### M3 wires, run 1

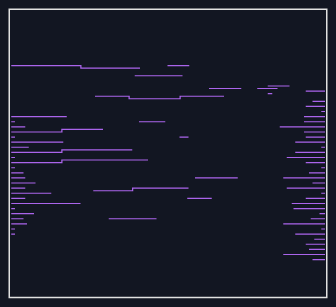
### Wire density map, run 1

The die is cut into 17 by 15 equal tiles; black is low, pale yellow is high, scaled to the fullest tile. Values are wire area over tile area, all layers added.
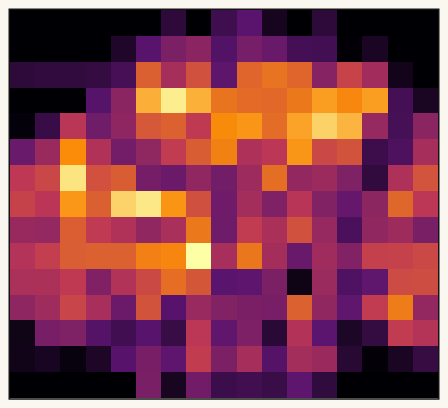
### I/O nets highlighted, run 1

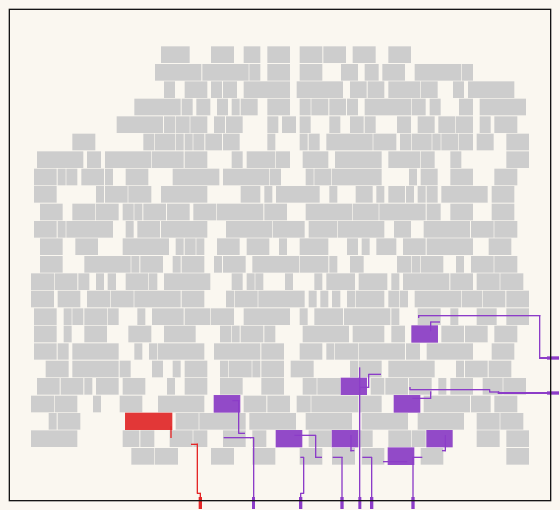
`config.mk`:
```
export PLATFORM = sky130hd
export DESIGN_NAME = mcs4_rom_arbiter
export DESIGN_NICKNAME = d
export VERILOG_FILES = /design/src/rtl/mcs4_rom_arbiter.sv
export SDC_FILE = /design/constraint.sdc
export NUM_CORES = 1
export LEC_CHECK = 0
export CORE_ASPECT_RATIO = 0.9
export CORE_MARGIN = 3
export CORE_UTILIZATION = 49
export DETAILED_ROUTE_END_ITERATION = 12
export GPL_ROUTABILITY_DRIVEN = 0
export GPL_TIMING_DRIVEN = 0
export PLACE_DENSITY = 0.86
export REMOVE_ABC_BUFFERS = 1
export SKIP_CTS_REPAIR_TIMING = 1
export SLEW_MARGIN = 20
export SYNTH_ARGS = -nofsm -noshare
export SYNTH_HDL_FRONTEND = slang
export SYNTH_SLANG_ARGS = --single-unit
```
`constraint.sdc`:
```
create_clock -name clk -period 4.8 [get_ports clk]
set_clock_uncertainty 0.15 [all_clocks]
set_input_delay 0.96 -clock clk [delete_from_list [all_inputs] [get_ports clk]]
set_output_delay 0.96 -clock clk [all_outputs]
set_load 0.005 [all_outputs]
```
`src/rtl/mcs4_rom_arbiter.sv`:
```
// rtl/mcs4_rom_arbiter.sv - shares one program memory between i4004 fetch and a host port
// Tracks the 8-phase 4004 cycle from sync; the CPU owns the A3 read slot, the host gets everything else.
module mcs4_rom_arbiter #(
  parameter int ADDR_W = 12,
  parameter int DATA_W = 8
) (
  input  logic              clk,
  input  logic              rst_n,
  input  logic              cpu_run,
  output logic              cpu_rst,
  input  logic              cpu_sync,
  input  logic              cpu_cm_rom,
  input  logic [3:0]        cpu_dbus_o,
  output logic [3:0]        cpu_dbus_i,
  output logic              mem_en,
  output logic              mem_we,
  output logic [ADDR_W-1:0] mem_addr,
  output logic [DATA_W-1:0] mem_wdata,
  input  logic [DATA_W-1:0] mem_rdata,
  input  logic              host_req,
  input  logic              host_we,
  input  logic [ADDR_W-1:0] host_addr,
  input  logic [DATA_W-1:0] host_wdata,
  output logic              host_gnt,
  output logic              host_rvalid,
  output logic [DATA_W-1:0] host_rdata,
  output logic [15:0]       stall_cnt,
  output logic              sync_err
);

  localparam logic [2:0] PH_A1 = 3'd0;
  localparam logic [2:0] PH_A2 = 3'd1;
  localparam logic [2:0] PH_A3 = 3'd2;
  localparam logic [2:0] PH_M1 = 3'd3;
  localparam logic [2:0] PH_M2 = 3'd4;
  localparam logic [2:0] PH_X3 = 3'd7;

  logic [2:0]        phase;
  logic              locked_q;
  logic              locked;
  logic [3:0]        addr_lo;
  logic [3:0]        addr_mid;
  logic [3:0]        opa;
  logic              cpu_slot;
  logic [ADDR_W-1:0] cpu_addr;
  logic [ADDR_W-1:0] last_addr;
  logic [DATA_W-1:0] last_wdata;

  // Lock is void the moment the CPU is held in reset, not one cycle later.
  assign locked     = locked_q && !cpu_rst;
  assign cpu_slot   = locked && (phase == PH_A3) && cpu_cm_rom;
  assign host_gnt   = host_req && !cpu_slot;
  assign host_rdata = mem_rdata;
  assign mem_en     = cpu_slot || host_gnt;
  assign mem_we     = host_gnt && host_we;

  always_comb begin
    cpu_addr       = '0;
    cpu_addr[11:0] = {cpu_dbus_o, addr_mid, addr_lo};
  end

  // Idle cycles keep the last host address/data on the bus.
  always_comb begin
    mem_addr  = last_addr;
    mem_wdata = last_wdata;
    if (cpu_slot) begin
      mem_addr = cpu_addr;
    end else if (host_gnt) begin
      mem_addr  = host_addr;
      mem_wdata = host_wdata;
    end
  end

  always_comb begin
    cpu_dbus_i = 4'h0;
    if (locked && phase == PH_M1) begin
      cpu_dbus_i = mem_rdata[7:4];
    end else if (locked && phase == PH_M2) begin
      cpu_dbus_i = opa;
    end
  end

  always_ff @(posedge clk) begin
    if (!rst_n) begin
      cpu_rst  <= 1'b1;
      locked_q <= 1'b0;
      phase    <= PH_A1;
      sync_err <= 1'b0;
      addr_lo  <= 4'h0;
      addr_mid <= 4'h0;
      opa      <= 4'h0;
    end else begin
      cpu_rst <= !cpu_run;
      if (cpu_rst) begin
        locked_q <= 1'b0;
      end else if (cpu_sync) begin
        locked_q <= 1'b1;
      end
      if (locked && cpu_sync && phase != PH_X3) begin
        sync_err <= 1'b1;
      end
      phase <= cpu_sync ? PH_A1 : phase + 3'd1;
      if (phase == PH_A1) begin
        addr_lo <= cpu_dbus_o;
      end
      if (phase == PH_A2) begin
        addr_mid <= cpu_dbus_o;
      end
      // OPA is captured from the CPU's own A3 read, so an M1 host access cannot clobber it.
      if (locked && phase == PH_M1) begin
        opa <= mem_rdata[3:0];
      end
    end
  end

  always_ff @(posedge clk) begin
    if (!rst_n) begin
      host_rvalid <= 1'b0;
      stall_cnt   <= 16'h0000;
      last_addr   <= '0;
      last_wdata  <= '0;
    end else begin
      host_rvalid <= host_gnt && !host_we;
      if (host_req && !host_gnt && stall_cnt != 16'hFFFF) begin
        stall_cnt <= stall_cnt + 16'd1;
      end
      if (host_gnt) begin
        last_addr  <= host_addr;
        last_wdata <= host_wdata;
      end
    end
  end

endmodule

```
==> Table 3: Implementation characteristics, run 1 <==
Physical implementation characteristics

Parameter                              Value

Status
  Run status    finished clean

STA
  Setup repair after global routing missed its margin    false
  Actual transition at the worst max-transition pin    0.898 ns
  Final tally of max-slew violations    0
  Post-layout period usage    0.957
  Relative max-transition margin    0.399
  Total negative slack    0 ns
  Number of setup violations in the final report    0
  Final hold slack    between 0.3 and 0.4 ns
  Post-layout minimum cycle time    around 4.6 ns
  Max frequency    about 220 MHz
  Final hold violations    0

Worst setup path
  Worst Setup Start Kind    input pin
  Highest net fanout along the worst path    17
  Worst-path cell with the longest stage delay    sky130_fd_sc_hd__clkdlybuf4s50_1
  Required time of the worst setup path    3.69 ns
  Depth of the most critical reg-to-reg path    6
  Critical Path End Type    primary output
  Most frequent CP cell    sky130_fd_sc_hd__clkdlybuf4s50_1
  Worst path max stage delay    between 1 and 1.5 ns
  WS Path Type    in2out
  Arrival time reported for the critical path endpoint    ~3.5 ns
  CP Cell Sequence    clkdlybuf4s50_1, a21boi_4, mux2_2, clkdlybuf4s50_1

Layout
  # nets final    ~420
  Area added between synthesis and finish    36.7%
  Final non-filler cell total    between 400 and 500
  Most frequent cells in the layout    sky130_fd_sc_hd__clkdlybuf4s50_1, sky130_fd_sc_hd__dfxtp_1, sky130_fd_sc_hd__nor2_1
  Ratio of cells with drive above 1 in the final layout    0.0699
  Antenna diode count    0
  Most numerous logic cell after layout    sky130_fd_sc_hd__clkdlybuf4s50_1

Clock tree
  Clock tree from TritonCTS    done
  TritonCTS Buffers    5
  H-Tree Level Count    2
  Clock sink count    roughly 55
  Number of buffers between clock root and the deepest sink    2
  Late-Pin Clk Latency    0.31 ns
  Clock root cell    sky130_fd_sc_hd__clkbuf_8
  Clock edge transition at the registers on the reported setup and hold paths    roughly 0.090 ns

Pwr
  P_int    ~0.7 mW
  Combinational power share    0.156
  Reported leakage power    about 1.4 nW
  Peak VDD IR    ~0.00018 V
  Overall Power    between 0.8 and 0.9 mW
  Power density over the cells    between 200 and 250 nW/um^2
  Clock power share    0.308
  Switching Share    0.227
  Sequential cell fraction of total power    0.536
  Net Sw Power    just over 0.2 mW

Synthesis
  Xor-xnor portion of the synthesized cell area    0
  Ao+oa area frac    0.114
  Multiplexer share of the synthesized area    0.167
  Syn avg cell area    about 9.2 sq um
  Yosys Chip Area    2690 sq um
  Fraction of the mapped netlist area in adder cells    0.0325
  Number of cells in Yosys stat    roughly 290
  Tally of unique sky130hd cells used after synthesis    40
  Register bit total from synthesis    between 50 and 60
  Gate Count Post-Synth    293
  Netlist area before placement    between 2000 and 3000 sq um
  Part of the Yosys area used for sequential elements    0.409
  Synth Area in Simple Gates    0.219
  Largest combinational cell category by area    simple AND/OR/NAND/NOR gates
  Main area contributors after synthesis    sky130_fd_sc_hd__dfxtp_1, sky130_fd_sc_hd__mux2i_1, sky130_fd_sc_hd__nor2_1
  Dominant register cell in the synthesized netlist    sky130_fd_sc_hd__dfxtp_1
  Warning count from the yosys run    0
  Yosys top cell by instances    sky130_fd_sc_hd__dfxtp_1
  Commonest cells in the synthesized netlist    sky130_fd_sc_hd__dfxtp_1, sky130_fd_sc_hd__nor2_1, sky130_fd_sc_hd__mux2i_1, sky130_fd_sc_hd__a21oi_1, sky130_fd_sc_hd__and2_1
  Top-area cell share    0.409
  Async set-or-reset flop fraction in the synthesized netlist    0
  Most area-hungry cell type in the Yosys netlist    sky130_fd_sc_hd__dfxtp_1
  Count of library flops with an enable pin    0

Flow run
  Max-cap violations    0
  Number of warnings in the stage logs    29

Routing
  Starting DRC count in detailed routing    between 100 and 150
  DRT Pass-1 Iters    4
  Count of antenna-violating nets left after detailed routing    0
  Avg Vias per Cell    around 5.5
  DRC Markers    0

Hold path
  Depth of the worst hold-timing path    2
  Hold/Removal Path Class    reg2reg

Placement
  Cell Count Post-Placement    between 400 and 500
  Post-DP HPWL    4.46 mm

Floorplanning
  Die height    76.3 um
  FP Rows    24
  Chip footprint    6420 sq um
  Floorplan utilization    0.531
  Die W    about 84 um
  Area of the placeable core    5070 sq um

Global route
  Total grt overflow    0
  Global-route wire length before repair    10.3 mm
  Pin count of the biggest net entering global routing    around 42
  Initial antenna violation count    0
  Vias in the first global route    ~2.3k
## Picture notes: 'M3 wires'
nets with wire on the layer	67
share of all routed wire	8.8%
longest straight run	22.8 um
main direction	horizontal
total number of vias: 2,391
met3 routing resource usage after global routing: 0.0746
detailed-route wire length: 6.19 mm

## Picture notes: 'Wire density map'
fullest tile	0.43
emptiest ninth of the die	north-west
densest ninth of the die	west
DR WL/cell: 14.2 um
global router's overall resource usage: 0.190

## Picture notes: 'I/O nets highlighted'
color	port	direction	end cells	buffers	wire
purple	host_wdata	input	8	8	150 um
red	host_rvalid	output	1	1	11.4 um
port bufs: 92
number of I/O pins: 93

[run 1: area by class of cell]
type	instances	area, sq um
clock buffer	8	100
multi-input combinational	210	1450
timing repair buffer	92	921
sequential	55	1100
fill	412	1390
tap	65	81.3
inverter	7	26.3
[run 1: stage by stage]
step	utilization	worst slack, ns	area [sq um]
3_3_place_gp	0.702	-0.417	3560
5_1_grt	0.726	0.0935	3680
3_5_place_dp	0.704	-0.0383	3570
2_1_floorplan	-	1.47	2560
6_report	0.726	0.208	3680
4_1_cts	0.724	-0.0478	3670
[run 1: worst paths after layout]
path | startpoint | endpoint | slack, ns
min | sync_err$_SDFFE_PN0P_ | sync_err$_SDFFE_PN0P_ | 0.33
max | host_req | mem_wdata[3] | 0.21
max reg2reg | phase[0]$_SDFF_PP0_ | last_addr[7]$_SDFF_PN0_ | 2.55
min reg2reg | sync_err$_SDFFE_PN0P_ | sync_err$_SDFFE_PN0P_ | 0.33
[run 1: flip-flops by register name, indices dropped and copies added (netlist names)]
name	count
addr_lo	4
addr_mid	4
cpu_rst	1
host_rvalid	1
last_addr	12
last_wdata	8
locked_q	1
opa	4
phase	3
stall_cnt	16
sync_err	1
[run 1: power groups by stage]
stage               combinational (mW)  clock (mW)  sequential (mW)
floorplan                       0.0524           0            0.488
global placement                 0.136           0            0.489
detailed placement               0.139           0            0.490
CTS                              0.140       0.282            0.480
global route                     0.152       0.301            0.481
finish                           0.140       0.275            0.479
[run 1: metal layers]
metal,track usage,up-vias,wire (um),part of all wire
li1,-,1198,-,-
met2,0.310,81,2820,0.46
met4,0.0338,0,41,0.0066
met3,0.0746,6,544,0.088
met5,0,-,0,0
met1,0.239,1106,2780,0.45
[run 1: worst max-delay path, delay by kind of cell]
family	cells	cell delay (ns)
AOI/OAI and AO/OA	1	0.58
muxes	1	0.41
buffers and inverters	2	1.52
==> inputs of run 2 (changes only) <==
--- a/config.mk
+++ b/config.mk
@@ -5,6 +5,7 @@
 export SDC_FILE = /design/constraint.sdc
 export NUM_CORES = 1
 export LEC_CHECK = 0
+export CAP_MARGIN = 10
 export CORE_ASPECT_RATIO = 0.9
 export CORE_MARGIN = 3
 export CORE_UTILIZATION = 49
==> run 2 against run 1 <==
- wire length unchanged
- synthesized cell count stayed put
- clock power about the same
- via count unchanged
- worst hold slack unchanged
- final cell count did not move
- first-iteration DRC count stayed put
- global-route usage unchanged
- die area did not move
- sequential share of layout area unchanged
- largest power group unchanged
- core utilization did not move
==> Table 3: Implementation characteristics, run 2 <==
Physical implementation characteristics

Parameter                              Value

Clock tree
  Clock tree from TritonCTS    done
  Clock edge transition at the registers on the reported setup and hold paths    0.09 ns (about the same)
  TritonCTS Buffers    5 (unchanged)
  H-Tree Level Count    2 (unchanged)

STA
  Total negative slack    0 ns (unchanged)
  Final hold slack    0.325 ns (unchanged)
  Actual transition at the worst max-transition pin    0.898 ns (unchanged)
  Relative max-transition margin    0.399 (unchanged)
  Number of setup violations in the final report    0 (unchanged)
  Final hold violations    0 (unchanged)
  Max frequency    218 MHz (unchanged)
  Final tally of max-slew violations    0 (unchanged)
  Post-layout period usage    0.957 (unchanged)
  Setup repair after global routing missed its margin    false
  Post-layout minimum cycle time    4.59 ns (unchanged)

Pwr
  Reported leakage power    1.45 nW (unchanged)
  Peak VDD IR    0.000184 V (unchanged)
  Power density over the cells    243 nW/um^2 (unchanged)

Synthesis
  Top-area cell share    0.409 (unchanged)
  Async set-or-reset flop fraction in the synthesized netlist    0 (unchanged)
  Yosys top cell by instances    sky130_fd_sc_hd__dfxtp_1
  Syn avg cell area    9.19 sq um (unchanged)
  Gate Count Post-Synth    293 (unchanged)
  Part of the Yosys area used for sequential elements    0.409 (unchanged)
  Commonest cells in the synthesized netlist    sky130_fd_sc_hd__dfxtp_1, sky130_fd_sc_hd__nor2_1, sky130_fd_sc_hd__mux2i_1, sky130_fd_sc_hd__a21oi_1, sky130_fd_sc_hd__and2_1
  Warning count from the yosys run    0 (unchanged)
  Main area contributors after synthesis    sky130_fd_sc_hd__dfxtp_1, sky130_fd_sc_hd__mux2i_1, sky130_fd_sc_hd__nor2_1
  Dominant register cell in the synthesized netlist    sky130_fd_sc_hd__dfxtp_1
  Count of library flops with an enable pin    0 (unchanged)
  Yosys Chip Area    2690 sq um (unchanged)
  Register bit total from synthesis    55 (unchanged)

Global route
  Global-route wire length before repair    10.3 mm (unchanged)
  Total grt overflow    0 (unchanged)
  Global router's overall resource usage    0.190 (unchanged)
  Met1 GRT Util    0.239 (unchanged)
  Global-route layer with the greatest usage    met2
  Pin count of the biggest net entering global routing    42 (unchanged)
  Met2 usage in global routing    0.310 (unchanged)
  Vias in the first global route    2,250 (unchanged)

Layout
  Largest registers    stall_cnt x16, last_addr x12, last_wdata x8
  # nets final    417 (unchanged)
  Ratio of cells with drive above 1 in the final layout    0.0699 (unchanged)
  Most numerous logic cell after layout    sky130_fd_sc_hd__clkdlybuf4s50_1
  Area added between synthesis and finish    36.7% (unchanged)
  Reg with most FFs    stall_cnt

Routing
  Starting DRC count in detailed routing    123 (unchanged)
  DRC Markers    0 (unchanged)
  Met2 wire length    2.82 mm (unchanged)
  Count of antenna-violating nets left after detailed routing    0 (unchanged)
  DR WL/cell    14.2 um (unchanged)
  Routed length on met1    2.78 mm (unchanged)
  DRT Pass-1 Iters    4 (unchanged)
  Uppermost layer routed    met4
  Avg Vias per Cell    5.47 (unchanged)
  Total number of vias    2,391 (unchanged)
  Detailed-route wire length    6.19 mm (unchanged)

Floorplanning
  Chip footprint    6420 sq um (unchanged)
  Die W    84.2 um (unchanged)
  Die height    76.3 um (unchanged)

Status
  Run status    finished clean

Worst setup path
  Critical Path End Type    primary output
  Number of buffers and inverters on the critical path    2 (unchanged)
  Arrival time reported for the critical path endpoint    3.48 ns (about the same)
  WS Path Type    in2out
  Startpoint of the lowest-slack register-to-register path    phase[0]$_SDFF_PP0_
  Worst-path cell with the longest stage delay    sky130_fd_sc_hd__clkdlybuf4s50_1
  Highest net fanout along the worst path    17 (unchanged)
  CP startpoint    host_req
  CP Cell Sequence    clkdlybuf4s50_1, a21boi_4, mux2_2, clkdlybuf4s50_1
  Worst Setup Start Kind    input pin
  Required time of the worst setup path    3.69 ns (about the same)
  Largest delay contributor family on the critical path    buffers and inverters

Flow run
  Number of warnings in the stage logs    29 (unchanged)

Placement
  Cell Count Post-Placement    428 (unchanged)
  Post-DP HPWL    4.46 mm (unchanged)

Hold path
  Min-delay src    sync_err$_SDFFE_PN0P_
  Hold/Removal Path Class    reg2reg
  Worst Hold Path EP    sync_err$_SDFFE_PN0P_
  Depth of the worst hold-timing path    2 (unchanged)
run 2: cell counts after synthesis:
Identical to the previous run, type by type.
run 2: final cells by class:
| class | instances | area [sq um] |
|---|---|---|
| flip-flops and latches | 55 | 1100 |
| clock buffers | 8 | 100 |
| fillers | 412 | 1390 |
| inverters | 7 | 26.3 |
| repair buffers | 92 | 921 |
| well taps | 65 | 81.3 |
| multi-input cells | 210 | 1450 |
run 2: power breakdown:
part           switching, mW  internal, mW  leakage, nW
Combinational         0.0521        0.0877        0.947
Clock                  0.143         0.132       0.0515
Sequential           0.00748         0.472        0.449
run 2: worst max-delay path by stage:
stage / slack, ns / cells past startpoint / to
5_1_grt: 0.09 / 4 / mem_wdata[3]
3_5_place_dp: -0.04 / 4 / mem_wdata[5]
3_3_place_gp: -0.42 / 4 / mem_wdata[5]
4_1_cts: -0.05 / 4 / mem_wdata[3]
2_1_floorplan: 1.47 / 2 / mem_wdata[0]
6_report: 0.21 / 4 / mem_wdata[3]
run 2: logic make-up after synthesis:
family	share of synthesized area
multiplexers	0.167
AND-OR/OR-AND	0.114
flip-flops	0.409
AND/OR/NAND/NOR	0.219
adder cells (fa/ha/maj)	0.0325
buffers and inverters	0.0585
run 2: through the flow:
step / setup WS (ns) / power (mW) / cell area, sq um / utilization
3_5_place_dp: -0.0383 / 0.629 / 3570 / 0.704
3_3_place_gp: -0.417 / 0.625 / 3560 / 0.702
4_1_cts: -0.0478 / 0.902 / 3670 / 0.724
6_report: 0.208 / 0.894 / 3680 / 0.726
5_1_grt: 0.0935 / 0.935 / 3680 / 0.726
2_1_floorplan: 1.47 / 0.541 / 2560 / -
run 2: worst min-delay path: cells and delay by family (launching register included):
kind / cells / cell delay [ns]
compound gates: 1 / 0.04
flops: 1 / 0.34
simple gates: 1 / 0.07
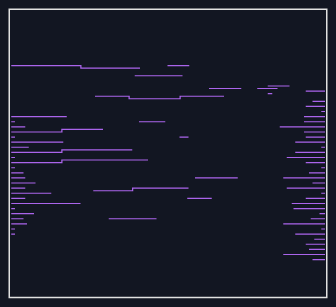
*M3 wires, run 2*
share of all routed wire	8.8%
longest straight run	22.8 um
nets with wire on the layer	67

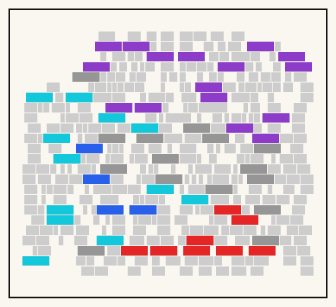
*Where the registers sit, run 2*
color	name in the netlist	placed flops
blue	addr_lo	4
red	last_wdata	8
cyan	last_addr	12
purple	stall_cnt	16
share of cell area taken by flip-flops and latches: 0.299
utilization after layout: 0.726

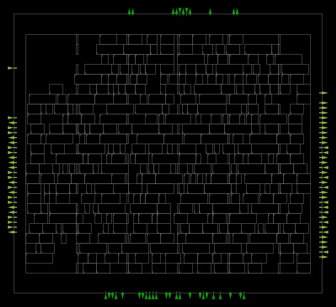
*Placed standard cells, run 2*
area of the placeable core: 5070 sq um
final non-filler cell total: 437
FP Rows: 24
flop count: 55

==> inputs of run 3 (changes only) <==
--- a/config.mk
+++ b/config.mk
@@ -11,10 +11,8 @@
 export CORE_UTILIZATION = 49
 export DETAILED_ROUTE_END_ITERATION = 12
 export GPL_ROUTABILITY_DRIVEN = 0
-export GPL_TIMING_DRIVEN = 0
 export PLACE_DENSITY = 0.86
 export REMOVE_ABC_BUFFERS = 1
-export SKIP_CTS_REPAIR_TIMING = 1
 export SLEW_MARGIN = 20
 export SYNTH_ARGS = -nofsm -noshare
 export SYNTH_HDL_FRONTEND = slang
==> run 3 against run 2 <==
- critical path type unchanged
- first-iteration DRC count down 24%
- sequential share of layout area down 0.091 points
- critical path depth unchanged
- clock-buffer cell count unchanged
- setup slack better by 0.52 ns
- worst hold slack better by 0.0084 ns
- fmax up 13%
- die area unchanged
- power up 0.27%
- core utilization up 0.22 points
==> Table 3: Implementation characteristics, run 3 <==
Physical implementation characteristics

Parameter                              Value

Status
  Run status    finished clean

Clock tree
  Number of buffers added for setup after CTS    0
  H-Tree Level Count    2 (unchanged)
  Clock tree from TritonCTS    done
  Clock edge transition at the registers on the reported setup and hold paths    0.09 ns (about the same)
  Clock root cell    sky130_fd_sc_hd__clkbuf_8

STA
  Final setup margin    0.723 ns (+0.515 ns)
  Actual transition at the worst max-transition pin    0.762 ns (-0.136 ns)
  Max frequency    245 MHz (+13%)
  Relative max-transition margin    0.488 (+0.0889)
  Number of setup violations in the final report    0 (unchanged)
  Post-layout period usage    0.849 (-0.107)
  Final hold violations    0 (unchanged)
  Post-layout minimum cycle time    4.08 ns (-0.515 ns)
  Setup repair after global routing missed its margin    false
  Total negative slack    0 ns (unchanged)

Routing
  Detailed-route wire length    6.53 mm (+5.4%)
  Avg Vias per Cell    5.42 (-0.89%)
  Starting DRC count in detailed routing    94 (-24%)
  DR WL/cell    14.8 um (+4.7%)
  Count of antenna-violating nets left after detailed routing    0 (unchanged)

Worst setup path
  Number of buffers and inverters on the critical path    2 (unchanged)
  Highest net fanout along the worst path    12 (-5)
  Critical Path End Type    primary output
  Arrival time reported for the critical path endpoint    2.97 ns (-0.51 ns)
  Number of gates on the worst path with buffers counted    4 (unchanged)
  Worst-path cell with the longest stage delay    sky130_fd_sc_hd__a21boi_2
  WS Path Type    in2out
  Required time of the worst setup path    3.69 ns (about the same)
  Worst Setup Start Kind    input pin
  Largest delay contributor family on the critical path    buffers and inverters
  CP Cell Sequence    clkdlybuf4s50_1, a21boi_2, mux2_2, clkdlybuf4s50_1

Floorplanning
  Area of the placeable core    5070 sq um (unchanged)
  FP Rows    24 (unchanged)
  Die W    84.2 um (unchanged)
  Chip footprint    6420 sq um (unchanged)
  Die height    76.3 um (unchanged)

Layout
  Final cell area excluding filler cells    3690 sq um (+0.31%)
  Combinational gate area    1440 sq um (-1.3%)
  Largest registers    stall_cnt x16, last_addr x12, last_wdata x8
  # nets final    420 (+0.72%)
  Area added between synthesis and finish    37.2%
  Reg with most FFs    stall_cnt

Synthesis
  Commonest cells in the synthesized netlist    sky130_fd_sc_hd__dfxtp_1, sky130_fd_sc_hd__nor2_1, sky130_fd_sc_hd__mux2i_1, sky130_fd_sc_hd__a21oi_1, sky130_fd_sc_hd__and2_1
  Register bit total from synthesis    55 (unchanged)
  Warning count from the yosys run    0 (unchanged)
  Top-area cell share    0.409 (unchanged)
  Dominant register cell in the synthesized netlist    sky130_fd_sc_hd__dfxtp_1
  Synth Area in Simple Gates    0.219 (unchanged)
  Fraction of the mapped netlist area in adder cells    0.0325 (unchanged)
  Xor-xnor portion of the synthesized cell area    0 (unchanged)
  Tally of unique sky130hd cells used after synthesis    ~40
  Gate Count Post-Synth    293 (unchanged)
  Largest combinational cell category by area    simple AND/OR/NAND/NOR gates
  Ao+oa area frac    0.114 (unchanged)
  Yosys Chip Area    2690 sq um (unchanged)
  Yosys top cell by instances    sky130_fd_sc_hd__dfxtp_1
  Count of library flops with an enable pin    0 (unchanged)
  Syn avg cell area    9.19 sq um (unchanged)
  Multiplexer share of the synthesized area    0.167 (unchanged)
  Async set-or-reset flop fraction in the synthesized netlist    0 (unchanged)
  Part of the Yosys area used for sequential elements    0.409 (unchanged)

Pwr
  Reported leakage power    1.46 nW (+0.80%)
  Peak VDD IR    0.000167 V (-9.1%)
  Power density over the cells    243 nW/um^2 (about the same)
  Overall Power    0.897 mW (+0.27%)

Global route
  Pin count of the biggest net entering global routing    28 (-33%)
  Met2 usage in global routing    0.328 (+0.0181)
  Initial antenna violation count    0
  Met1 GRT Util    0.250 (+0.0113)
  Total grt overflow    0 (unchanged)
  Global-route layer with the greatest usage    met2
  Global-route wire length before repair    10.8 mm (+5.2%)
  Vias in the first global route    2,307 (+2.5%)

Flow run
  Number of warnings in the stage logs    29 (unchanged)

Hold path
  Hold/Removal Path Class    reg2reg
  Depth of the worst hold-timing path    2 (unchanged)
  Worst Hold Path EP    sync_err$_SDFFE_PN0P_
  Min-delay src    sync_err$_SDFFE_PN0P_

Placement
  Cell area after placement    3590 sq um (+0.63%)
  Post-DP HPWL    4.88 mm (+9.3%)
-- run 3: logic make-up (layout without fill, tap and decap cells) --
| kind of cell | count (synthesis) | in the layout |
|---|---|---|
| simple gates | 108 | 108 |
| buf+inv | 29 | 111 |
| mux | 44 | 44 |
| fa+ha+maj | 7 | 7 |
| flops | 55 | 55 |
| compound gates | 50 | 50 |
-- run 3: metal layers --
metal | up-vias | wire length, um
met3 | 13 | 489
met2 | 83 | 3040
li1 | 1196 | -
met5 | - | 0
met1 | 1094 | 2860
met4 | 0 | 129
-- run 3: worst max path at each step --
stage,startpoint,endpoint,slack [ns]
final,cpu_cm_rom,mem_wdata[7],0.72
after global routing,cpu_cm_rom,mem_wdata[7],0.62
after CTS,cpu_cm_rom,mem_wdata[7],0.72
after detailed placement,cpu_cm_rom,mem_wdata[7],0.73
after global placement,cpu_cm_rom,mem_wdata[5],0.76
after floorplan,cpu_cm_rom,mem_wdata[0],1.47
-- run 3: where the power goes --
group	internal [mW]	switching [mW]	total, mW
registers	0.472	0.00809	0.480
logic	0.0889	0.0524	0.141
clock network	0.132	0.144	0.276
total	0.693	0.204	0.897
-- run 3: cell type report --
type / instances / area share
flip-flops and latches: 55 / 0.298
repair buffers: 96 / 0.257
well taps: 65 / 0.0220
clock buffers: 8 / 0.0271
multi-input cells: 209 / 0.388
inverters: 7 / 0.00711
-- run 3: metrics by stage --
stage | cells | hold WS [ns]
after floorplan | 271 | 0.283
after global placement | 432 | 0.296
after detailed placement | 432 | 0.314
after CTS | 440 | 0.335
after global routing | 440 | 0.353
final | 440 | 0.334
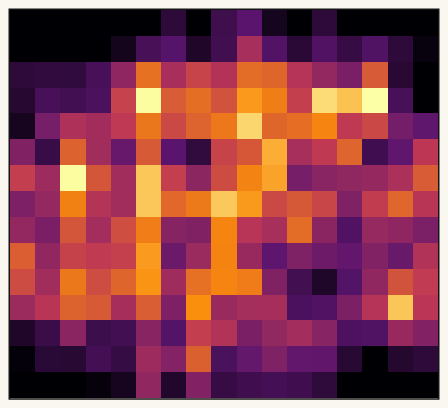
*Wire density map, run 3*
The die is cut into 17 by 15 equal tiles; black is low, pale yellow is high, scaled to the fullest tile. Values are wire area over tile area, all layers added.
fullest tile	0.44
emptiest ninth of the die	north-west
tiles over half the peak	32%
nearly empty tiles	11%
mean over tiles	0.17
total number of vias: 2,386
global router's overall resource usage: 0.202

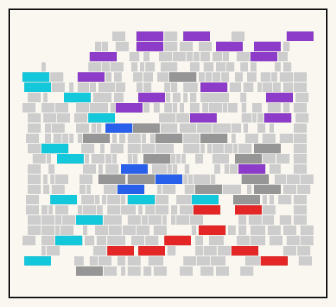
*Where the registers sit, run 3*
color	name in the netlist	placed flops
red	last_wdata	8
blue	addr_lo	4
purple	stall_cnt	16
cyan	last_addr	12
Sequential Area: 1100 sq um
share of cell area taken by flip-flops and latches: 0.298

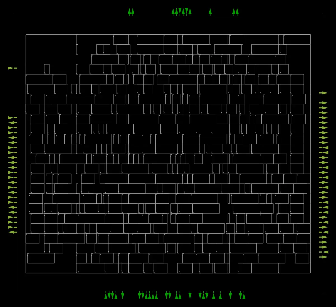
*Placed standard cells, run 3*
utilization after layout: 0.728
fill count: 409

Power and IR drop assume default switching activity.
